===== src/rtl/ctrl_pkg.sv =====
// Shared encodings for the pipelined MIPS32 control decoder.
package ctrl_pkg;

  localparam logic [5:0] OP_RTYPE = 6'h00;
  localparam logic [5:0] OP_BLTZ  = 6'h01;
  localparam logic [5:0] OP_J     = 6'h02;
  localparam logic [5:0] OP_JAL   = 6'h03;
  localparam logic [5:0] OP_BEQ   = 6'h04;
  localparam logic [5:0] OP_BNE   = 6'h05;
  localparam logic [5:0] OP_BLEZ  = 6'h06;
  localparam logic [5:0] OP_BGTZ  = 6'h07;
  localparam logic [5:0] OP_ADDI  = 6'h08;
  localparam logic [5:0] OP_ADDIU = 6'h09;
  localparam logic [5:0] OP_SLTI  = 6'h0a;
  localparam logic [5:0] OP_SLTIU = 6'h0b;
  localparam logic [5:0] OP_ANDI  = 6'h0c;
  localparam logic [5:0] OP_LUI   = 6'h0f;
  localparam logic [5:0] OP_LW    = 6'h23;
  localparam logic [5:0] OP_SW    = 6'h2b;

  localparam logic [5:0] FN_SLL  = 6'h00;
  localparam logic [5:0] FN_SRL  = 6'h02;
  localparam logic [5:0] FN_SRA  = 6'h03;
  localparam logic [5:0] FN_JR   = 6'h08;
  localparam logic [5:0] FN_JALR = 6'h09;
  localparam logic [5:0] FN_ADD  = 6'h20;
  localparam logic [5:0] FN_ADDU = 6'h21;
  localparam logic [5:0] FN_SUB  = 6'h22;
  localparam logic [5:0] FN_SUBU = 6'h23;
  localparam logic [5:0] FN_AND  = 6'h24;
  localparam logic [5:0] FN_OR   = 6'h25;
  localparam logic [5:0] FN_XOR  = 6'h26;
  localparam logic [5:0] FN_NOR  = 6'h27;
  localparam logic [5:0] FN_SLT  = 6'h2a;

  localparam logic [5:0] ALU_ADD  = 6'b000000;
  localparam logic [5:0] ALU_SUB  = 6'b000001;
  localparam logic [5:0] ALU_AND  = 6'b011000;
  localparam logic [5:0] ALU_OR   = 6'b011110;
  localparam logic [5:0] ALU_XOR  = 6'b010110;
  localparam logic [5:0] ALU_NOR  = 6'b010001;
  localparam logic [5:0] ALU_SLL  = 6'b100000;
  localparam logic [5:0] ALU_SRL  = 6'b100001;
  localparam logic [5:0] ALU_SRA  = 6'b100011;
  localparam logic [5:0] ALU_SLT  = 6'b110101;
  localparam logic [5:0] ALU_BEQ  = 6'b110011;
  localparam logic [5:0] ALU_BNE  = 6'b110001;
  localparam logic [5:0] ALU_BLEZ = 6'b111101;
  localparam logic [5:0] ALU_BGTZ = 6'b111111;
  localparam logic [5:0] ALU_BLTZ = 6'b111011;

  localparam logic [2:0] PCSRC_SEQ    = 3'd0;
  localparam logic [2:0] PCSRC_BRANCH = 3'd1;
  localparam logic [2:0] PCSRC_JUMP   = 3'd2;
  localparam logic [2:0] PCSRC_JREG   = 3'd3;
  localparam logic [2:0] PCSRC_IRQ    = 3'd4;
  localparam logic [2:0] PCSRC_UNDEF  = 3'd5;

  localparam logic [1:0] REGDST_RD = 2'd0;
  localparam logic [1:0] REGDST_RT = 2'd1;
  localparam logic [1:0] REGDST_RA = 2'd2;
  localparam logic [1:0] REGDST_K0 = 2'd3;

  localparam logic [1:0] M2R_ALU = 2'd0;
  localparam logic [1:0] M2R_MEM = 2'd1;
  localparam logic [1:0] M2R_PC4 = 2'd2;
  localparam logic [1:0] M2R_LUI = 2'd3;

  localparam logic [4:0] EXC_NONE  = 5'd0;
  localparam logic [4:0] EXC_UNDEF = 5'd31;

  typedef struct packed {
    logic       out_valid;
    logic [2:0] pc_src;
    logic [1:0] reg_dst;
    logic [1:0] mem_to_reg;
    logic [5:0] alu_fun;
    logic       reg_wr;
    logic       alu_src1;
    logic       alu_src2;
    logic       mem_wr;
    logic       mem_rd;
    logic       ext_op;
    logic       sign;
    logic [4:0] exc_code;
  } ctrl_t;

  localparam ctrl_t CTRL_BUBBLE = '0;

  // Trap bundle writes PC+4 into $k0 and redirects fetch; pc_src/exc_code are patched per trap kind.
  localparam ctrl_t CTRL_TRAP = '{out_valid: 1'b1, pc_src: PCSRC_IRQ, reg_dst: REGDST_K0,
                                  mem_to_reg: M2R_PC4, alu_fun: 6'b000000, reg_wr: 1'b1,
                                  alu_src1: 1'b0, alu_src2: 1'b0, mem_wr: 1'b0, mem_rd: 1'b0,
                                  ext_op: 1'b0, sign: 1'b0, exc_code: EXC_NONE};

  typedef enum logic {ST_RUN, ST_TRAP} state_t;

endpackage


===== src/rtl/irq_arbiter.sv =====
// Interrupt edge detection, pending latch, optional mask, lowest-index-wins encoder.
// Optional: CTRL_IRQ_MASK_EN adds a writable channel mask (otherwise all channels enabled).
module irq_arbiter #(
  parameter int unsigned NUM_IRQ = 4,
  parameter int unsigned IDX_W   = (NUM_IRQ > 1) ? $clog2(NUM_IRQ) : 1
) (
  input  logic               clk,
  input  logic               reset,
  input  logic [NUM_IRQ-1:0] irq,
  input  logic [NUM_IRQ-1:0] ack,
`ifdef CTRL_IRQ_MASK_EN
  input  logic               mask_we,
  input  logic [NUM_IRQ-1:0] mask_wdata,
`endif
  output logic               any_eligible,
  output logic [IDX_W-1:0]   idx
);

  logic [NUM_IRQ-1:0] irq_d;
  logic [NUM_IRQ-1:0] pend;
  logic [NUM_IRQ-1:0] mask;
  logic [NUM_IRQ-1:0] eligible;

  // Edge detect and pending latch; a fresh edge beats a same-cycle acknowledge.
  always_ff @(posedge clk or negedge reset) begin
    if (!reset) begin
      irq_d <= '0;
      pend  <= '0;
    end else begin
      irq_d <= irq;
      pend  <= (pend & ~ack) | (irq & ~irq_d);
    end
  end

`ifdef CTRL_IRQ_MASK_EN
  // Mask register, all channels enabled out of reset.
  always_ff @(posedge clk or negedge reset) begin
    if (!reset)
      mask <= '1;
    else if (mask_we)
      mask <= mask_wdata;
  end
`else
  assign mask = '1;
`endif

  assign eligible     = pend & mask;
  assign any_eligible = |eligible;

  // Lowest set index wins: scan downward so the last hit is the lowest.
  always_comb begin
    idx = '0;
    for (int unsigned i = NUM_IRQ; i > 0; i--) begin
      if (eligible[i-1]) idx = IDX_W'(i - 1);
    end
  end

endmodule


===== src/rtl/decode_ctrl_pipe.sv =====
// Pipelined MIPS32 control decoder: ID-stage decode, registered ID/EX bundle,
// interrupt/undef traps, post-trap bubble FSM, stall/flush handling.
// Optional: CTRL_IRQ_MASK_EN adds mask_we/mask_wdata ports.
module decode_ctrl_pipe
  import ctrl_pkg::*;
#(
  parameter int unsigned NUM_IRQ = 4,
  parameter int unsigned IDX_W   = (NUM_IRQ > 1) ? $clog2(NUM_IRQ) : 1
) (
  input  logic               clk,
  input  logic               reset,
  input  logic [5:0]         opcode,
  input  logic [5:0]         funct,
  input  logic               in_valid,
  input  logic               ker,
  input  logic               stall,
  input  logic               flush,
  input  logic [NUM_IRQ-1:0] irq,
`ifdef CTRL_IRQ_MASK_EN
  input  logic               mask_we,
  input  logic [NUM_IRQ-1:0] mask_wdata,
`endif
  output logic               out_valid,
  output logic [2:0]         pc_src,
  output logic [1:0]         reg_dst,
  output logic [1:0]         mem_to_reg,
  output logic [5:0]         alu_fun,
  output logic               reg_wr,
  output logic               alu_src1,
  output logic               alu_src2,
  output logic               mem_wr,
  output logic               mem_rd,
  output logic               ext_op,
  output logic               sign,
  output logic [NUM_IRQ-1:0] irq_ack,
  output logic [4:0]         exc_code
);

  ctrl_t              bun_q, bun_n, dec;
  logic               undef;
  logic [NUM_IRQ-1:0] ack_q, ack_n, ack_oh;
  state_t             state_q, state_n;
  logic               any_eligible;
  logic [IDX_W-1:0]   idx;

  irq_arbiter #(.NUM_IRQ(NUM_IRQ), .IDX_W(IDX_W)) u_arb (
    .clk          (clk),
    .reset        (reset),
    .irq          (irq),
    .ack          (ack_q),
`ifdef CTRL_IRQ_MASK_EN
    .mask_we      (mask_we),
    .mask_wdata   (mask_wdata),
`endif
    .any_eligible (any_eligible),
    .idx          (idx)
  );

  // Instruction decode; undef flags every encoding outside the supported set.
  always_comb begin
    dec            = CTRL_BUBBLE;
    undef          = 1'b0;
    dec.out_valid  = 1'b1;
    dec.sign       = 1'b1;
    dec.reg_wr     = 1'b1;
    dec.ext_op     = (opcode != OP_ANDI);
    dec.alu_src2   = (opcode >= 6'h08);
    dec.reg_dst    = (opcode == OP_JAL) ? REGDST_RA :
                     (opcode == OP_RTYPE) ? REGDST_RD : REGDST_RT;
    case (opcode)
      OP_RTYPE: begin
        case (funct)
          FN_SLL:          begin dec.alu_fun = ALU_SLL; dec.alu_src1 = 1'b1; end
          FN_SRL:          begin dec.alu_fun = ALU_SRL; dec.alu_src1 = 1'b1; end
          FN_SRA:          begin dec.alu_fun = ALU_SRA; dec.alu_src1 = 1'b1; end
          FN_JR:           begin dec.pc_src = PCSRC_JREG; dec.reg_wr = 1'b0; end
          FN_JALR:         begin dec.pc_src = PCSRC_JREG; dec.mem_to_reg = M2R_PC4; end
          FN_ADD, FN_ADDU: dec.alu_fun = ALU_ADD;
          FN_SUB, FN_SUBU: dec.alu_fun = ALU_SUB;
          FN_AND:          dec.alu_fun = ALU_AND;
          FN_OR:           dec.alu_fun = ALU_OR;
          FN_XOR:          dec.alu_fun = ALU_XOR;
          FN_NOR:          dec.alu_fun = ALU_NOR;
          FN_SLT:          dec.alu_fun = ALU_SLT;
          default:         undef = 1'b1;
        endcase
      end
      OP_BLTZ:  begin dec.pc_src = PCSRC_BRANCH; dec.reg_wr = 1'b0; dec.alu_fun = ALU_BLTZ; end
      OP_BEQ:   begin dec.pc_src = PCSRC_BRANCH; dec.reg_wr = 1'b0; dec.alu_fun = ALU_BEQ;  end
      OP_BNE:   begin dec.pc_src = PCSRC_BRANCH; dec.reg_wr = 1'b0; dec.alu_fun = ALU_BNE;  end
      OP_BLEZ:  begin dec.pc_src = PCSRC_BRANCH; dec.reg_wr = 1'b0; dec.alu_fun = ALU_BLEZ; end
      OP_BGTZ:  begin dec.pc_src = PCSRC_BRANCH; dec.reg_wr = 1'b0; dec.alu_fun = ALU_BGTZ; end
      OP_J:     begin dec.pc_src = PCSRC_JUMP; dec.reg_wr = 1'b0; end
      OP_JAL:   begin dec.pc_src = PCSRC_JUMP; dec.mem_to_reg = M2R_PC4; end
      OP_ADDI, OP_ADDIU: dec.alu_fun = ALU_ADD;
      OP_SLTI, OP_SLTIU: dec.alu_fun = ALU_SLT;
      OP_ANDI:  dec.alu_fun = ALU_AND;
      OP_LUI:   dec.mem_to_reg = M2R_LUI;
      OP_LW:    begin dec.mem_rd = 1'b1; dec.mem_to_reg = M2R_MEM; end
      OP_SW:    begin dec.mem_wr = 1'b1; dec.reg_wr = 1'b0; end
      default:  undef = 1'b1;
    endcase
  end

  // One-hot acknowledge for the winning channel.
  always_comb begin
    ack_oh = '0;
    for (int unsigned i = 0; i < NUM_IRQ; i++) begin
      if (idx == IDX_W'(i)) ack_oh[i] = 1'b1;
    end
  end

  // Next ID/EX contents and FSM: flush > stall > post-trap bubble > idle > irq > undef > decode.
  always_comb begin
    bun_n   = bun_q;
    ack_n   = '0;
    state_n = state_q;
    if (flush) begin
      bun_n   = CTRL_BUBBLE;
      state_n = ST_RUN;
    end else if (stall) begin
      bun_n = bun_q;
    end else if (state_q == ST_TRAP) begin
      bun_n   = CTRL_BUBBLE;
      state_n = ST_RUN;
    end else if (!in_valid) begin
      bun_n = CTRL_BUBBLE;
    end else if (any_eligible && !ker) begin
      bun_n          = CTRL_TRAP;
      bun_n.exc_code = 5'(idx) + 5'd1;
      ack_n          = ack_oh;
      state_n        = ST_TRAP;
    end else if (undef) begin
      bun_n          = CTRL_TRAP;
      bun_n.pc_src   = PCSRC_UNDEF;
      bun_n.exc_code = EXC_UNDEF;
      state_n        = ST_TRAP;
    end else begin
      bun_n = dec;
    end
  end

  // ID/EX register, acknowledge pulse and FSM state.
  always_ff @(posedge clk or negedge reset) begin
    if (!reset) begin
      bun_q   <= CTRL_BUBBLE;
      ack_q   <= '0;
      state_q <= ST_RUN;
    end else begin
      bun_q   <= bun_n;
      ack_q   <= ack_n;
      state_q <= state_n;
    end
  end

  assign out_valid  = bun_q.out_valid;
  assign pc_src     = bun_q.pc_src;
  assign reg_dst    = bun_q.reg_dst;
  assign mem_to_reg = bun_q.mem_to_reg;
  assign alu_fun    = bun_q.alu_fun;
  assign reg_wr     = bun_q.reg_wr;
  assign alu_src1   = bun_q.alu_src1;
  assign alu_src2   = bun_q.alu_src2;
  assign mem_wr     = bun_q.mem_wr;
  assign mem_rd     = bun_q.mem_rd;
  assign ext_op     = bun_q.ext_op;
  assign sign       = bun_q.sign;
  assign exc_code   = bun_q.exc_code;
  assign irq_ack    = ack_q;

endmodule


===== config.mk =====
export PLATFORM = sky130hd
export DESIGN_NAME = decode_ctrl_pipe
export DESIGN_NICKNAME = d
export VERILOG_FILES = /design/src/rtl/ctrl_pkg.sv /design/src/rtl/irq_arbiter.sv /design/src/rtl/decode_ctrl_pipe.sv
export SDC_FILE = /design/constraint.sdc
export NUM_CORES = 1
export LEC_CHECK = 0
export ABC_AREA = 1
export CAP_MARGIN = 25
export CORE_MARGIN = 2
export CORE_UTILIZATION = 45
export CTS_CLUSTER_DIAMETER = 100
export CTS_CLUSTER_SIZE = 30
export DETAILED_ROUTE_END_ITERATION = 7
export MAX_ROUTING_LAYER = met4
export PLACE_DENSITY_LB_ADDON = 0.05
export REMOVE_ABC_BUFFERS = 1
export SYNTH_ARGS = -nofsm -noshare
export SYNTH_HDL_FRONTEND = slang
export SYNTH_SLANG_ARGS = --single-unit

===== constraint.sdc =====
create_clock -name clk -period 1.5 [get_ports clk]
set_input_delay 0.225 -clock clk [delete_from_list [all_inputs] [get_ports clk]]
set_output_delay 0.225 -clock clk [all_outputs]
set_load 0.01 [all_outputs]

**Register map, names as in the netlist**

The bar under the picture is 20 µm long. Other sequential cells in the stronger grey, the rest of the logic in the fainter grey.
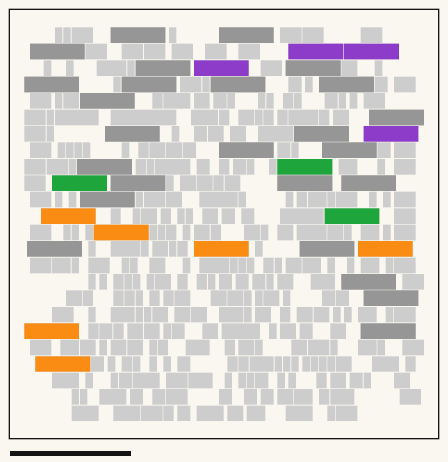
Green marks `pc_src`, flops 3. Orange marks `alu_fun`, flops 6. Purple marks `u_arb.irq_d`, flops 4, where upper right.
Reg area: 951 µm²
Final Util: 72.8%

**Close-up of the layout**

The bar under the picture is 5 µm long. Window x 25 to 45, y 40 to 60 µm. Cells in grey, sequential cells in the stronger grey; small squares are vias.
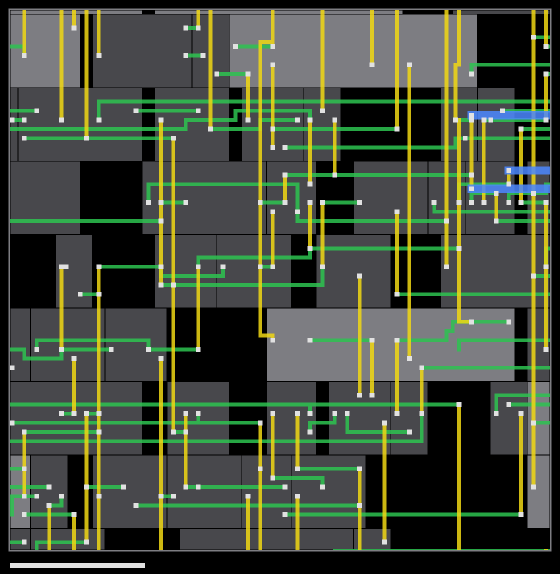
Yellow marks met2. Green marks met1. Blue marks met3.
33 logic cells have their middle in the window. Most frequent: buf_4 (8), inv_1 (4), nand2_1 (4). Netlist names of flops here include `reg_dst` (1), `u_arb.eligible` (1). Sequential cells in the window: 2.

final cells by class:
type | instances | area [µm²] | share of cell area, %
clock buffers | 5 | 68.8 | 2.19
repair buffers | 100 | 918 | 29.2
well taps | 52 | 65.1 | 2.07
clock inverters | 3 | 40.0 | 1.27
flip-flops and latches | 38 | 951 | 30.2
multi-input cells | 177 | 986 | 31.3
inverters | 32 | 120 | 3.81
through the flow:
stage               utilization (%)  cells
floorplan                         -    247
global placement               67.9    398
finish                         72.8    407
global route                   72.8    407
CTS                            71.2    407
detailed placement             67.9    398
cells by family after synthesis:
logic type,after synthesis
AND-OR/OR-AND,39
AND/OR/NAND/NOR,138
buffers and inverters,36
flip-flops,38
power breakdown:
group	switching (mW)	leakage (nW)	internal [mW]
sequential	0.0166	0.495	1.05
combinational	0.200	1.09	0.192
clock	0.355	0.0579	0.489
==> GITHUB_STEP_SUMMARY <==
### Flow metrics

| Metric | Value |
|---|---|
| # IOs | `52` |
| Final WL | `roughly 5100 µm` |
| Core Density at Floorplan | `46.4%` |
| Hold Path Origin | `irq[2]` |
| Placed Area | `2940 µm²` |
| Area delta synth->final | `56.8%` |
| Worst path setup slack after routing | `roughly 0.05 ns` |
| Num rows | `24` |
| Crit path capture | `exc_code[2]` |
| Fillers | `361` |
| Htree depth | `2` |
| XORs/XNORs by Area | `0%` |
| Mapped Area | `approximately 2000 µm²` |
| Largest net degree at the start of global routing | `39` |
| Critical Path RT | `roughly 1.3 ns` |
| Bufs on Longest Clock Path | `2` |
| Final #Nets | `376` |
| WL met2 | `2400 µm` |
| Vias post-DR | `roughly 2000` |
| Hold path depth | `1` |
| Global routing's busiest layer | `met2` |
| Worst path slowest cell | `clkdlybuf4s50_1` |
| Clock Latency Late Sink | `0.30 ns` |
| Sink Count | `38` |
| R2r setup slk | `0.11 ns` |
| GP Congestion | `0.881` |
| WP buf/inv | `1` |
| Async set-or-reset flop fraction in the synthesized netlist | `100%` |
| Yosys adder share | `0%` |
| DIE HEIGHT | `70.8 µm` |
| Layout cell share with drive strength beyond 1 | `29.9%` |
| Crit path DAT | `1.22 ns` |
| Status | `completed` |
| Number of synthesized flops with an enable pin | `0` |
| WL met3 | `216 µm` |
| Syn Area/Cell | `between 8 and 9 µm²` |
| Pre-CTS setup slack | `-0.366 ns` |
| Reg2Reg Capture Point | `alu_fun[5]$_DFFE_PN0P_` |
| Post-Synthesis Cells | `between 200 and 300` |
| DR pass1 iterations | `4` |
Power and IR drop assume default switching activity.
